<file path="src/rtl/blink_pkg.sv">
// Shared types and width helpers for the event blinker.
// Latency: n/a (types only).
// Backpressure: n/a.
package blink_pkg;

    typedef enum logic [1:0] {
        IDLE = 2'd0,
        ON   = 2'd1,
        OFF  = 2'd2
    } blink_state_t;

    function automatic int pending_width(input int max_pending);
        return $clog2(max_pending + 1);
    endfunction

    // Counter must hold values up to max(on, off) - 1; never narrower than 1 bit.
    function automatic int count_width(input int on_cycles, input int off_cycles);
        int m;
        m = (on_cycles > off_cycles) ? on_cycles : off_cycles;
        return (m > 1) ? $clog2(m) : 1;
    endfunction

endpackage

</file>
<file path="src/rtl/blink_timer.sv">
// Clear-able up-counter shared by the ON and OFF phases; done flags the last count.
// Latency: done is combinational from the count register.
// Backpressure: none, counts every cycle unless cleared.
module blink_timer
    import blink_pkg::*;
#(
    parameter int CW = 1
) (
    input  logic          clk_i,
    input  logic          rst_ni,
    input  logic          clr,
    input  logic [CW:0]   terminal,
    output logic          done
);

    logic [CW-1:0] count;

    always_ff @(posedge clk_i) begin
        if (!rst_ni) begin
            count <= '0;
        end else if (clr) begin
            count <= '0;
        end else begin
            count <= count + 1'b1;
        end
    end

    // terminal is one bit wider so the full ON/OFF length fits.
    assign done = ({1'b0, count} == (terminal - 1'b1));

endmodule

</file>
<file path="src/rtl/event_blinker.sv">
// Turns single-cycle events into fixed-length LED blinks, queueing overlapping events.
// Latency: pulse to led_o is 1 cycle; all outputs are registered.
// Backpressure: none; events beyond MAX_PENDING are dropped and flagged on overflow_o.
module event_blinker
    import blink_pkg::*;
#(
    parameter int ON_CYCLES   = 2000000,
    parameter int OFF_CYCLES  = 2000000,
    parameter int MAX_PENDING = 7
) (
    input  logic                                 clk_i,
    input  logic                                 rst_ni,
    input  logic                                 pulse_i,
    output logic                                 led_o,
    output logic                                 busy_o,
    output logic [$clog2(MAX_PENDING+1)-1:0]     pending_o,
    output logic                                 overflow_o
);

    localparam int CW = count_width(ON_CYCLES, OFF_CYCLES);
    localparam int PW = pending_width(MAX_PENDING);
    localparam logic [PW-1:0] PEND_MAX = PW'(MAX_PENDING);

    blink_state_t state;
    logic [CW:0]  terminal;
    logic         tmr_clr;
    logic         tmr_done;

    assign terminal = (state == ON) ? (CW+1)'(ON_CYCLES) : (CW+1)'(OFF_CYCLES);
    // Every state change happens on done (or out of IDLE), so this clears on each entry.
    assign tmr_clr  = (state == IDLE) || tmr_done;

    blink_timer #(
        .CW (CW)
    ) u_timer (
        .clk_i    (clk_i),
        .rst_ni   (rst_ni),
        .clr      (tmr_clr),
        .terminal (terminal),
        .done     (tmr_done)
    );

    always_ff @(posedge clk_i) begin
        if (!rst_ni) begin
            state      <= IDLE;
            led_o      <= 1'b0;
            busy_o     <= 1'b0;
            pending_o  <= '0;
            overflow_o <= 1'b0;
        end else begin
            case (state)
                IDLE: begin
                    if (pulse_i) begin
                        state  <= ON;
                        led_o  <= 1'b1;
                        busy_o <= 1'b1;
                    end
                end
                ON: begin
                    if (pulse_i) begin
                        if (pending_o == PEND_MAX) begin
                            overflow_o <= 1'b1;
                        end else begin
                            pending_o <= pending_o + 1'b1;
                        end
                    end
                    if (tmr_done) begin
                        state <= OFF;
                        led_o <= 1'b0;
                    end
                end
                OFF: begin
                    if (tmr_done) begin
                        // A pulse on the final gap cycle is consumed directly by the next blink.
                        if (pulse_i || (pending_o != '0)) begin
                            state <= ON;
                            led_o <= 1'b1;
                            if (!pulse_i) begin
                                pending_o <= pending_o - 1'b1;
                            end
                        end else begin
                            state  <= IDLE;
                            busy_o <= 1'b0;
                        end
                    end else if (pulse_i) begin
                        if (pending_o == PEND_MAX) begin
                            overflow_o <= 1'b1;
                        end else begin
                            pending_o <= pending_o + 1'b1;
                        end
                    end
                end
                default: begin
                    state  <= IDLE;
                    led_o  <= 1'b0;
                    busy_o <= 1'b0;
                end
            endcase
        end
    end

endmodule
</file>
<file path="config.mk">
export PLATFORM = sky130hd
export DESIGN_NAME = event_blinker
export DESIGN_NICKNAME = d
export VERILOG_FILES = /design/src/rtl/blink_pkg.sv /design/src/rtl/blink_timer.sv /design/src/rtl/event_blinker.sv
export SDC_FILE = /design/constraint.sdc
export NUM_CORES = 1
export LEC_CHECK = 0
export CAP_MARGIN = 20
export CORE_MARGIN = 2
export CORE_UTILIZATION = 55
export CTS_CLUSTER_SIZE = 20
export DETAILED_ROUTE_END_ITERATION = 12
export PLACE_DENSITY_LB_ADDON = 0.15
export SLEW_MARGIN = 20
export SYNTH_ARGS = -nofsm -noshare
export SYNTH_HDL_FRONTEND = slang
export SYNTH_SLANG_ARGS = --single-unit
</file>
<file path="constraint.sdc">
create_clock -name clk_i -period 1.9 [get_ports clk_i]
set_input_delay 0.285 -clock clk_i [delete_from_list [all_inputs] [get_ports clk_i]]
set_output_delay 0.285 -clock clk_i [all_outputs]
set_load 0.005 [all_outputs]
</file>
Figure 1. Signal wires on met3 (run 1).
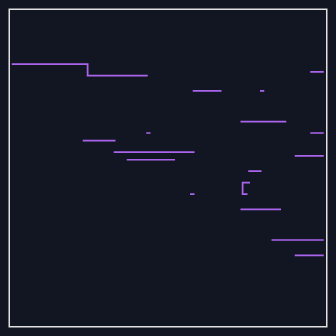
longest straight run	14.0 um
main direction	horizontal
wire length on this layer	103 um
nets with wire on the layer	12
share of all routed wire	3.9%

Figure 2. Wire density map (run 1).
11 x 11 tiles, from black (low) to pale yellow (high), scaled to the fullest tile. Values are wire area over tile area, all layers added.
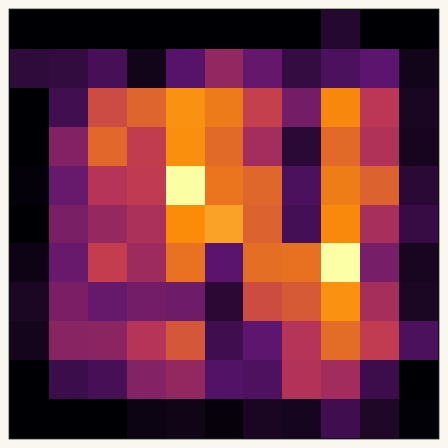
nearly empty tiles	17%
fullest tile	0.42
densest ninth of the die	centre
mean over tiles	0.13

==> results.txt, run 1 <==
Physical implementation

The run finished with clean final reports. Once placement finished, the instance area stood at 0.00160 mm2. The area enclosed by the die boundary is 0.00316 mm2. The yosys cell count is 171.

The number of global-route vias before repair is 1168. The CTS H-tree depth is 2. The antenna cell count is 0. The post-synth tally of flip-flops with integrated enable is 0. The number of synthesis warnings is 0.

The die outline height is 56.2 um. CTS reports a maximum clock tree buffer depth of 2. The max-capacitance violation count is 0. The violation tally from detailed-route iteration zero is 24. The core region is 0.00252 mm2. The final cell count without fillers is 213. The buffer_ports step reported a buffer count of 8. The met2 routed wirelength is 1.30 mm. The layer with the highest usage is met2. In the post-synthesis netlist, the biggest area contributors are sky130_fd_sc_hd__dfxtp_1 (39%), sky130_fd_sc_hd__nor2_1 (7.3%), sky130_fd_sc_hd__xnor2_1 (6.4%).

The accumulated negative setup slack is 0 ns. The number of hold-repair buffers added at the cts stage is 0. The final-layout fill cell count is 211. The endpoint type of the worst setup path is a register. The most used flip-flop cell is sky130_fd_sc_hd__dfxtp_1. The initial antenna violation count is 0.

After routing the design area is 0.00165 mm2. The net count entering floorplan is 178. The CTS log lists the clock sinks for this run as 29. The cell area that synthesis handed to floorplanning was 0.00150 mm2. The routed design uses 102 um of met3 wire. Using the TritonRoute via totals, the vias-per-cell ratio works out to 5.53. Summing the sequential cell areas from Yosys gives 38.7% of the chip area. The buffer count from post-CTS setup fixing is 0.

Counting endpoints that fail hold in the final report gives 0. The highest supply drop recorded on VDD is 0.442 mV. Counting flops with an async set or reset pin after synthesis yields a share of 0%.

TritonCTS built the clock tree. The worst hold slack is 0.461 ns. Once layout is complete, the utilization of the core stands at 65.4%. The final clock skew is 0.00537 ns.

RePlAce ended its routability-driven mode at a weighted congestion of 0.878. The critical path endpoint has a required time of 2.15 ns. The area share of the largest cell type after synthesis is 38.7%. After layout, the worst path uses 92.4% of the clock period.

The final layout net count is 189. The routed layout has 1178 vias. The most area-hungry cell type in the Yosys netlist is sky130_fd_sc_hd__dfxtp_1.

Once the floorplan was initialized, standard cells occupied 59.5% of the core. Buffers inserted during clock tree synthesis total 5. The floorplan step set the die width to 56.2 um.

Per the timing report, the achievable frequency comes out to 0.569 GHz. The data arrival time reported for the critical path is 2.01 ns. The critical path in the final layout is reported with a setup slack of 0.144 ns. The total congestion overflow after global routing is 0. The number of setup violations in the final report is 0.

The post-route met1 wirelength is 1.19 mm. The cell count after synthesis came out at 171. The post-route DRC violation count is 0. For flop-to-flop paths, the worst setup slack is 0.14 ns. The number of logged tool warnings is 28.

The root buffer cell chosen for the clock tree is sky130_fd_sc_hd__clkbuf_4. The startpoint type of the worst setup path is a register. The area overhead of the layout relative to synthesis is 9.92%. In the Yosys stats the netlist draws on 40 distinct library cells. Global routing used 31.8% of the available met2 tracks.

The detailed-route wire length is 2.64 mm. STA lists the maximum fanout along the critical path as 5. The minimum clock period is 1.76 ns. Routed signal wires occupy layers up through met4.

The leakage power total is 0.000579 uW. On the worst setup and hold paths after CTS, the clock-pin slew comes to 0.09 ns. The most common logic cells in the final layout are sky130_fd_sc_hd__nor2_1 (29), sky130_fd_sc_hd__dfxtp_1 (29), sky130_fd_sc_hd__nand2_1 (16).

The average detailed-routed wire length per instance is 12.4 um. Timing analysis after detailed placement gives a worst setup slack of 0.130 ns. The first-pass iteration count of the detailed router is 4. In this run, placement finished with an instance count of 205.
Figure 3. Where the registers sit (run 1).
Other sequential cells in the stronger grey, the rest of the logic in the fainter grey.
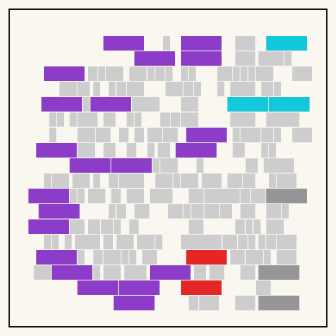
name in the netlist	colour	sequential cells
`u_timer.count`	purple	21
`state`	red	2
`pending_o`	cyan	3
not coloured	3

[run 1: critical path: stages, from the launching register on]
cell	delay (ns)
sky130_fd_sc_hd__dfxtp_1	0.39
sky130_fd_sc_hd__ha_1	0.23
sky130_fd_sc_hd__and2_1	0.19
sky130_fd_sc_hd__and4_4	0.27
sky130_fd_sc_hd__nand3_4	0.10
sky130_fd_sc_hd__o22ai_1	0.30
sky130_fd_sc_hd__mux2i_1	0.22
[run 1: cell type report]
| class | instances | area, um2 | share of cell area [%] |
|---|---|---|---|
| timing repair buffer | 9 | 100 | 6.07 |
| clock inverter | 2 | 10.0 | 0.607 |
| inverter | 6 | 22.5 | 1.37 |
| clock buffer | 6 | 41.3 | 2.50 |
| tap | 30 | 37.5 | 2.28 |
| sequential | 29 | 581 | 35.2 |
| multi-input combinational | 131 | 857 | 52.0 |
[run 1: where the power goes]
part	leakage (uW)	switching (uW)	internal, uW	total [uW]
logic	0.000312	39.7	39.1	78.8
registers	0.000235	9.84	617	627
clock network	0.0000320	206	141	347
total	0.000579	256	797	1050
[run 1: final timing paths]
path         cells after the start        startpoint           end
max                              6  u_timer.count[0]  pending_o[0]
min                              2        overflow_o    overflow_o
max reg2reg                      6  u_timer.count[0]  pending_o[0]
min reg2reg                      2        overflow_o    overflow_o
[run 1: registers in the layout, indices dropped and copies added, names as in the netlist]
name,count
u_timer.count,21
led_o,1
pending_o,3
state,2
overflow_o,1
busy_o,1
[run 1: cell families after synthesis]
family,Yosys count,synth area share (%)
compound gates,17,8.59
flops,29,38.7
mux,4,3.00
xor+xnor,19,11.1
simple gates,87,31.1
buf+inv,11,4.17
fa+ha+maj,4,3.34
Figure 4. Placement view (run 1).
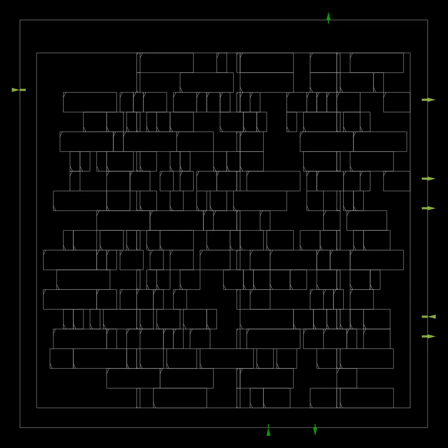

--- run 2 (diff from run 1) ---
--- a/config.mk
+++ b/config.mk
@@ -8,9 +8,11 @@
 export CAP_MARGIN = 20
 export CORE_MARGIN = 2
 export CORE_UTILIZATION = 55
+export CTS_CLUSTER_DIAMETER = 60
 export CTS_CLUSTER_SIZE = 20
 export DETAILED_ROUTE_END_ITERATION = 12
 export PLACE_DENSITY_LB_ADDON = 0.15
+export REMOVE_ABC_BUFFERS = 1
 export SLEW_MARGIN = 20
 export SYNTH_ARGS = -nofsm -noshare
 export SYNTH_HDL_FRONTEND = slang
Figure 5. Placement view (run 2).
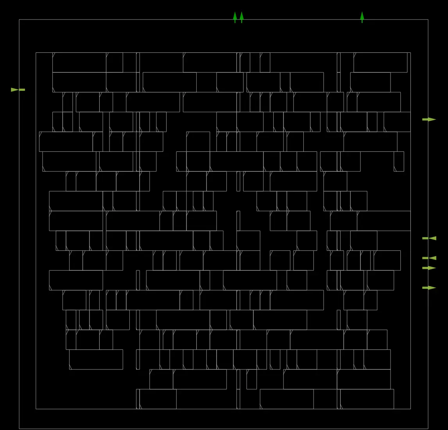
number of fill cells in the layout: 216
non-filler cells, final: 213
core region area: 0.00252 mm2
flip-flop and latch share of the layout cell area: 35.0%

==> results.txt, run 2 <==
Physical implementation

The yosys cell count is 171 (unchanged). The critical path's largest stage delay is 0.40 ns (was 0.39 ns). The peak supply drop is 0.490 mV (was 0.442 mV). The maximum achievable frequency was 0.563 GHz (was 0.569 GHz). The number of logged tool warnings was 27 (was 28). The reg-to-reg startpoint is u_timer.count[0] (unchanged). The combined area of all synthesized cells is 0.00150 mm2 (unchanged). The CTS H-tree depth is 2 (unchanged). The layer with the highest usage is met2 (unchanged). The average detailed-routed wire length per instance was 13.0 um (was 12.4 um). The first-pass iteration count of the detailed router is 4 (unchanged). The number of flip-flops under the largest register name came to 21 (unchanged). The CTS tree was built (unchanged). The final weighted congestion of routability-driven global placement was 0.807 (was 0.878). The area enclosed by the die boundary came to 0.00316 mm2 (unchanged).

Outcome: completed (unchanged). The vias after detailed routing is 1183 (was 1178). The startpoint type of the worst setup path is a register (unchanged). The worst reg2reg path depth came to 7 (was 6).

The buffer count from post-CTS setup fixing is 0 (unchanged). The dominant delay contributor by cell family on the critical path is simple AND/OR/NAND/NOR gates (unchanged). The max-capacitance violation count is 0 (unchanged). The number of global-route vias before repair was 1122 (was 1168). The minimum clock period came to 1.78 ns (was 1.76 ns). The area after detailed placement is 0.00161 mm2 (was 0.00160 mm2). Top cells by area: sky130_fd_sc_hd__dfxtp_1 (39%), sky130_fd_sc_hd__nor2_1 (7.3%), sky130_fd_sc_hd__xnor2_1 (6.4%) (unchanged). The final period utilization is 93.4% (was 92.4%).

The number of different library cells in the post-synthesis netlist is 40 (unchanged). The async set-reset flop share out of synthesis is 0% (unchanged). The critical register-to-register path endpoint is u_timer.count[19] (was pending_o[0]).

The number of buffers added by the clock tree synthesis step is 5 (unchanged). The total congestion overflow after global routing is 0 (unchanged). The CTS clock-pin slew for the worst setup and hold paths is 0.09 ns (about the same). The horizontal die dimension is 56.2 um (unchanged).

The most area-hungry cell type in the Yosys netlist is sky130_fd_sc_hd__dfxtp_1 (unchanged). The worst endpoint required time is 2.11 ns (was 2.15 ns). The floorplan-stage core utilization was 59.5% (unchanged). The area share of the largest cell type after synthesis is 38.7% (unchanged). The top routing layer in use is met4 (unchanged). The met2 routed wirelength is 1.37 mm (was 1.30 mm). The minimum setup slack among reg-to-reg paths was 0.12 ns (was 0.14 ns). The critical-path maximum fanout came to 21 (was 5).

The total power of the final layout is 1080 uW (was 1050 uW). The cell at the root of the clock tree is sky130_fd_sc_hd__clkbuf_4 (unchanged). The register containing the most flip-flops in the final layout is u_timer.count (unchanged). The final design area excluding fillers is 0.00166 mm2 (was 0.00165 mm2). The count of placed standard cells including taps is 206 (was 205). The number of synthesis warnings came to 0 (unchanged). The largest buffer count on any clock path was 2 (unchanged). The leakage power total is 0.000584 uW (was 0.000579 uW). The endpoint type of the worst setup path was a register (unchanged). The mean number of vias per cell is 5.55 (was 5.53). The number of setup violations in the final report came to 0 (unchanged). The startpoint of the lowest-slack hold path is overflow_o (unchanged). The violation tally from detailed-route iteration zero was 39 (was 24). The end point of the worst hold path is overflow_o (unchanged). The met2 layer usage reported by global route is 34.5% (was 31.8%). The accumulated negative setup slack was 0 ns (unchanged). The post-synth tally of flip-flops with integrated enable is 0 (unchanged). The antenna cell count was 0 (unchanged). The sequential share of the synthesized area came to 38.7% (unchanged). The number of hold-repair buffers added at the cts stage is 0 (unchanged).

Most frequent cells in the layout: sky130_fd_sc_hd__nor2_1 (29), sky130_fd_sc_hd__dfxtp_1 (29), sky130_fd_sc_hd__nand2_1 (16) (unchanged).
Figure 6. Where the registers sit (run 2).
Other sequential cells in the stronger grey, the rest of the logic in the fainter grey.
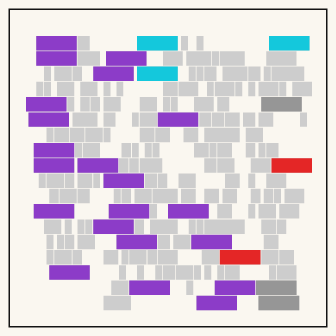
name in the netlist	colour	sequential cells
`pending_o`	cyan	3
`state`	red	2
`u_timer.count`	purple	21

==> run 2: cell count changes in the layout (fill, tap and decap cells not counted), sizes merged <==
cell / change
clkbuf: +1
clkinv: -2
buf: +1
==> run 2: cell type report <==
cell class	instances	area (um2)	share of cell area, %
clock buffer	7	55.1	3.32
sequential	29	581	35.0
timing repair buffer	10	108	6.48
multi-input combinational	131	857	51.6
tap	30	37.5	2.26
inverter	6	22.5	1.36
==> run 2: per-stage QoR <==
| step | hold WS (ns) | utilization, % | setup slack [ns] |
|---|---|---|---|
| 4_1_cts | 0.468 | 65.8 | 0.124 |
| 5_1_grt | 0.489 | 65.8 | 0.0164 |
| 3_3_place_gp | 0.438 | 63.6 | 0.150 |
| 2_1_floorplan | 0.398 | - | 0.0718 |
| 6_report | 0.462 | 65.8 | 0.125 |
| 3_5_place_dp | 0.447 | 63.6 | 0.132 |
==> run 2: worst max path at each step <==
stage                           from                end  depth (start not counted)
finish              u_timer.count[0]  u_timer.count[19]                          7
global route        u_timer.count[0]   u_timer.count[4]                          7
CTS                 u_timer.count[0]   u_timer.count[8]                          7
detailed placement  u_timer.count[0]  u_timer.count[12]                          7
global placement             pulse_i       pending_o[2]                          4
floorplan           u_timer.count[0]  u_timer.count[10]                          6
==> run 2: cells by family after synthesis <==
family | count (synthesis) | synth area share [%]
DFF | 29 | 38.7
muxes | 4 | 3.00
and+or+nand+nor | 87 | 31.1
xor gates and xnor gates | 19 | 11.1
AOI/OAI and AO/OA | 17 | 8.59
adders and majority gates | 4 | 3.34
buffers and inverters | 11 | 4.17
==> run 2: power breakdown <==
group	switching, uW	internal, uW
sequential	9.22	617
clock	198	174
combinational	41.1	39.6
Power and IR drop assume default switching activity.
